Figure 1. Cell outlines without signal wires (run 1).
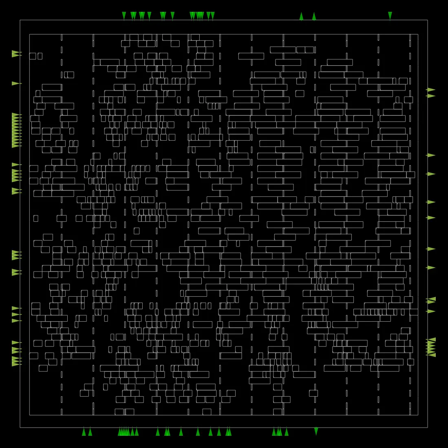
Figure 2. Supply network (run 1).
Scale bar: 50 um. Pins as bars on the die edge. Tap cells in gray.
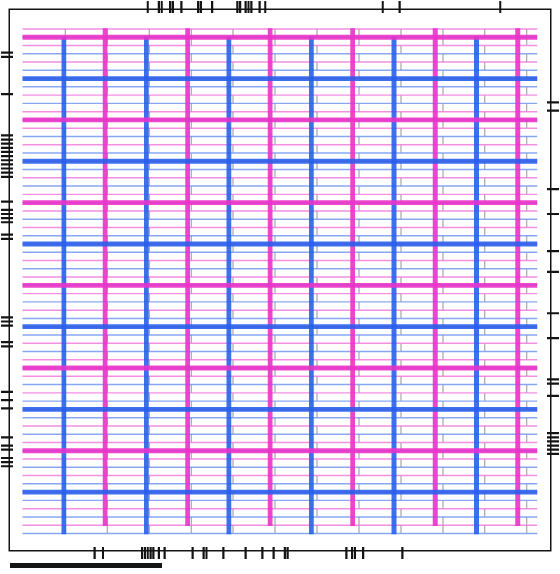
Figure 3. Wiring heat map (run 1).
The die is cut into 36 by 36 equal tiles; dark blue is low, red is high, scaled to the fullest tile. Values are wire area over tile area, all layers added.
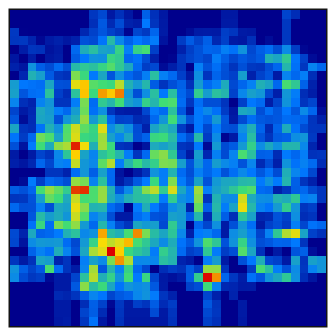
==> config.mk <==
export PLATFORM = sky130hd
export DESIGN_NAME = acc_result_drain
export DESIGN_NICKNAME = d
export VERILOG_FILES = /design/src/rtl/acc_result_drain.sv
export SDC_FILE = /design/constraint.sdc
export NUM_CORES = 1
export LEC_CHECK = 0
export ABC_CLOCK_PERIOD_IN_PS = 6000
export CAP_MARGIN = 40
export CORE_MARGIN = 4
export CORE_UTILIZATION = 29
export DETAILED_ROUTE_END_ITERATION = 8
export HOLD_SLACK_MARGIN = 0.03
export PLACE_DENSITY_LB_ADDON = 0.05
export REMOVE_ABC_BUFFERS = 1
export SLEW_MARGIN = 40
export SYNTH_ARGS = -nofsm -noshare
export SYNTH_HDL_FRONTEND = slang
export SYNTH_SLANG_ARGS = --single-unit
==> constraint.sdc <==
create_clock -name clk -period 6 [get_ports clk]
set_clock_uncertainty 0.05 [all_clocks]
set_input_delay 1.2 -clock clk [delete_from_list [all_inputs] [get_ports clk]]
set_output_delay 1.2 -clock clk [all_outputs]
set_load 0.02 [all_outputs]
==> results.sh, run 1 <==
# yosys + openroad results
export IMPL_status="finished, final reports clean"
export IMPL_clock_latency_ns=0.41
export IMPL_cp_top_family="multiplexers"
export IMPL_drt_iter0_drc=364
export IMPL_pre_cts_ws_ns=1.753
export IMPL_firstDrtPassIters=5
export IMPL_synth_area_per_cell_um2=11.76
export IMPL_tightest_slew_ns=0.7414
export IMPL_synth_cellmix_xorXnorShare_pct=0.8401
export IMPL_n_all_buffers=111
export IMPL_largest_reg_flops=80
export IMPL_cts_tree="built"
export IMPL_async_flop_share_pct=37.01
export IMPL_initCoreUtil_pct=29.70
export IMPL_layout_drive_gt1_share_pct=18.44
export IMPL_top_power_group="sequential cells"
export IMPL_arrival_ns=2.57
export IMPL_core_rowCount=61
export IMPL_stdcell_area_um2=10250
export IMPL_syn2layout_area_growth_pct=22.88
export IMPL_fin_crit_ns=3.821
export IMPL_p_sw_share_pct=30.86
export IMPL_port_buffers=93
export IMPL_ys_seq_share_pct=42.90
export IMPL_comb_share_pct=43.47
export IMPL_finalCritPeriodShare_pct=63.68
export IMPL_post_dp_hpwl_um=17570
export IMPL_clock_power_mw=1.07
export IMPL_core_region_area_um2=28090
export IMPL_grt_start_max_net_pins=68
export IMPL_place_inst=1142
export IMPL_taps=378
export IMPL_lay_top_count="clkdlybuf4s50_1"
export IMPL_num_nonclk_inverters=15
export IMPL_end_kind="output port"
export IMPL_grt_use_met1_pct=20.15
export IMPL_hp_class="flip-flop to flip-flop"
export IMPL_max_stage_delay_ns=0.73
export IMPL_power_total_mw=3.245
export IMPL_r2r_setup_slack_ns=3.05
export IMPL_nFillCells=2827
export IMPL_timing_hold_ws_ns=0.4242
export IMPL_synth_edff_count=80
export IMPL_hold_violations=0
export IMPL_top_logic_kind="multiplexers"
export IMPL_layout_nets=866
export IMPL_grt_pass1_vias=6364
## Picture notes: Figure 1
Finished Core Util: 36.49%
Non-Filler Instances: 1175

## Picture notes: Figure 2
color	net
magenta	VDD
blue	VSS
tap cells	378
met5 straps	12
met1 rails	62
rows	61
signal pins	94
Worst VDD drop: 134.1 uV
Die H: 177.6 um
Die Wd: 177.6 um

## Picture notes: Figure 3
fullest tile	0.53
densest ninth of the die	left middle
mean over tiles	0.12
Global Route Usage Sum: 15.21%
via count: 6229

Figure 4. Cells colored by class (run 1).
Fill, decap, tap and diode cells in gray.
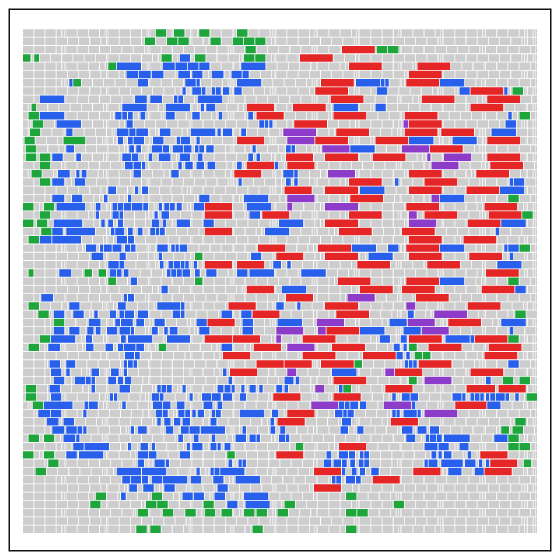

--- run 2 (diff from run 1) ---
ABC_CLOCK_PERIOD_IN_PS = 3720   (was 6000)
clock period = 3.72 ns   (was 6 ns; I/O delays follow)
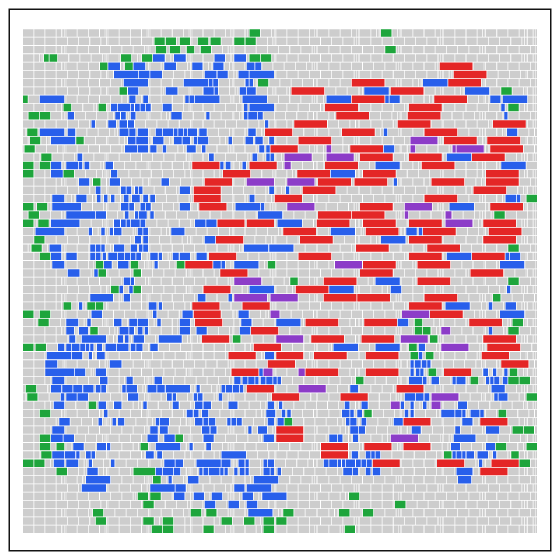
Figure 5: run 2, cells colored by class.
Fill, decap, tap and diode cells in gray.
color	class	cells	share of their area
green	remaining buffers and delay cells	137	13%
purple	clock drivers and dummy loads	32	5.9%
red	registers	127	36%
blue	remaining logic cells	527	45%
fraction of area in registers: 34.52%
Finished Core Util: 36.91%
design area: 10370 um2
CORE AREA: 28090 um2
std cell rows: 61

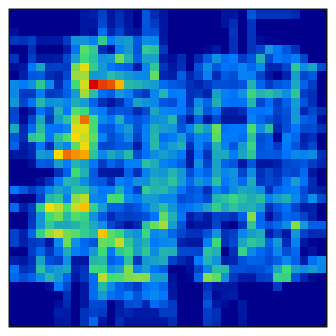
Figure 6: run 2, wiring heat map.
The die is cut into 36 by 36 equal tiles; dark blue is low, red is high, scaled to the fullest tile. Values are wire area over tile area, all layers added.
densest ninth of the die	left middle
fullest tile	0.58
tiles over half the peak	5.5%
nearly empty tiles	19%
Global Route Usage Sum: 15.52%
WL/cell: 19.78 um
via count: 6367

==> run 2 against run 1 <==
Compared with the run above:
- clock power up about 50%
- first-iteration DRC count is 4.7% lower
- critical path depth is 1 higher
- die area unchanged
- count of clock-buffer cells in the layout rose by 3
- synthesized cell count stayed put
- sequential share of layout area down 0.45 points
- register-to-register slack worse by 2.2 ns
- final cell count rose by 2.2%
- worst setup slack got worse by 1.9 ns
==> results.sh, run 2 <==
# yosys + openroad results
export IMPL_async_flop_share_pct=37.01
export IMPL_finalCritPeriodShare_pct=91.21
export IMPL_ys_seq_share_pct=42.90
export IMPL_firstDrtPassIters=4
export IMPL_grt_use_met1_pct=19.47
export IMPL_grt_start_max_net_pins=34
export IMPL_taps=378
export IMPL_clkCellAreaFrac_pct=5.648
export IMPL_slowest_stage="mux4_2"
export IMPL_logic_gate_count=512
export IMPL_port_buffers=93
export IMPL_hp_class="primary input to async pin"
export IMPL_nFillCells=2801
export IMPL_tightest_slew_ns=0.7792
export IMPL_initCoreUtil_pct=29.70
export IMPL_comb_share_pct=42.59
export IMPL_synth_cellmix_xorXnorShare_pct=0.8401
export IMPL_clock_latency_ns=0.41
export IMPL_fin_crit_ns=3.393
export IMPL_ir_drop_uv=204.0
export IMPL_pre_cts_ws_ns=0.2296
export IMPL_critical_path_buf_inv_count=2
export IMPL_setup_viol=0
export IMPL_end_kind="output port"
export IMPL_n_all_buffers=137
export IMPL_final_cells=1201
export IMPL_post_dp_hpwl_um=17980
export IMPL_clock_power_mw=1.61
export IMPL_p_switching_mw=1.616
export IMPL_largest_reg_flops=80
export IMPL_layout_drive_gt1_share_pct=19.93
export IMPL_grt_pass1_vias=6673
export IMPL_die_w_um=177.6
export IMPL_drt_iter0_drc=347
export IMPL_drc=0
export IMPL_power_total_mw=5.142
export IMPL_syn2layout_area_growth_pct=24.30
export IMPL_final_cell_mix="clkdlybuf4s50_1 (89), nor2_1 (80), edfxtp_1 (80)"
export IMPL_grt_pass1_wl_um=37870
export IMPL_timing_hold_ws_ns=0.2190
export IMPL_pwr_share_comb_pct=32.4
export IMPL_gp_congestion=0.8346
export IMPL_ys_warn_count=0
export IMPL_top_logic_kind="multiplexers"
export IMPL_final_max_slew_violation_count=0
export IMPL_max_stage_delay_ns=0.57
export IMPL_layout_nets=892
export IMPL_gr_total_overflow=0
export IMPL_yosys_stat_area_um2=8340
export IMPL_p_sw_share_pct=31.43
export IMPL_synth_area_per_cell_um2=11.76
export IMPL_pwr_share_clk_pct=31.4
export IMPL_arrival_ns=2.60
export IMPL_place_inst=1169
export IMPL_r2r_setup_slack_ns=0.84
export IMPL_tns_ns=0
export IMPL_highest_layer="met4"
export IMPL_num_nonclk_inverters=15
export IMPL_hold_violations=0
export IMPL_cp_top_family="buffers and inverters"
export IMPL_clk_path_buf_depth=2
export IMPL_lay_top_count="clkdlybuf4s50_1"
export IMPL_status="finished, final reports clean"
export IMPL_compound_area_share_pct=13.71
export IMPL_synth_edff_count=80
export IMPL_cts_tree="built"
export IMPL_die_h_um=177.6
export IMPL_top_power_group="sequential cells"
Power is estimated from default activity; no workload was simulated.
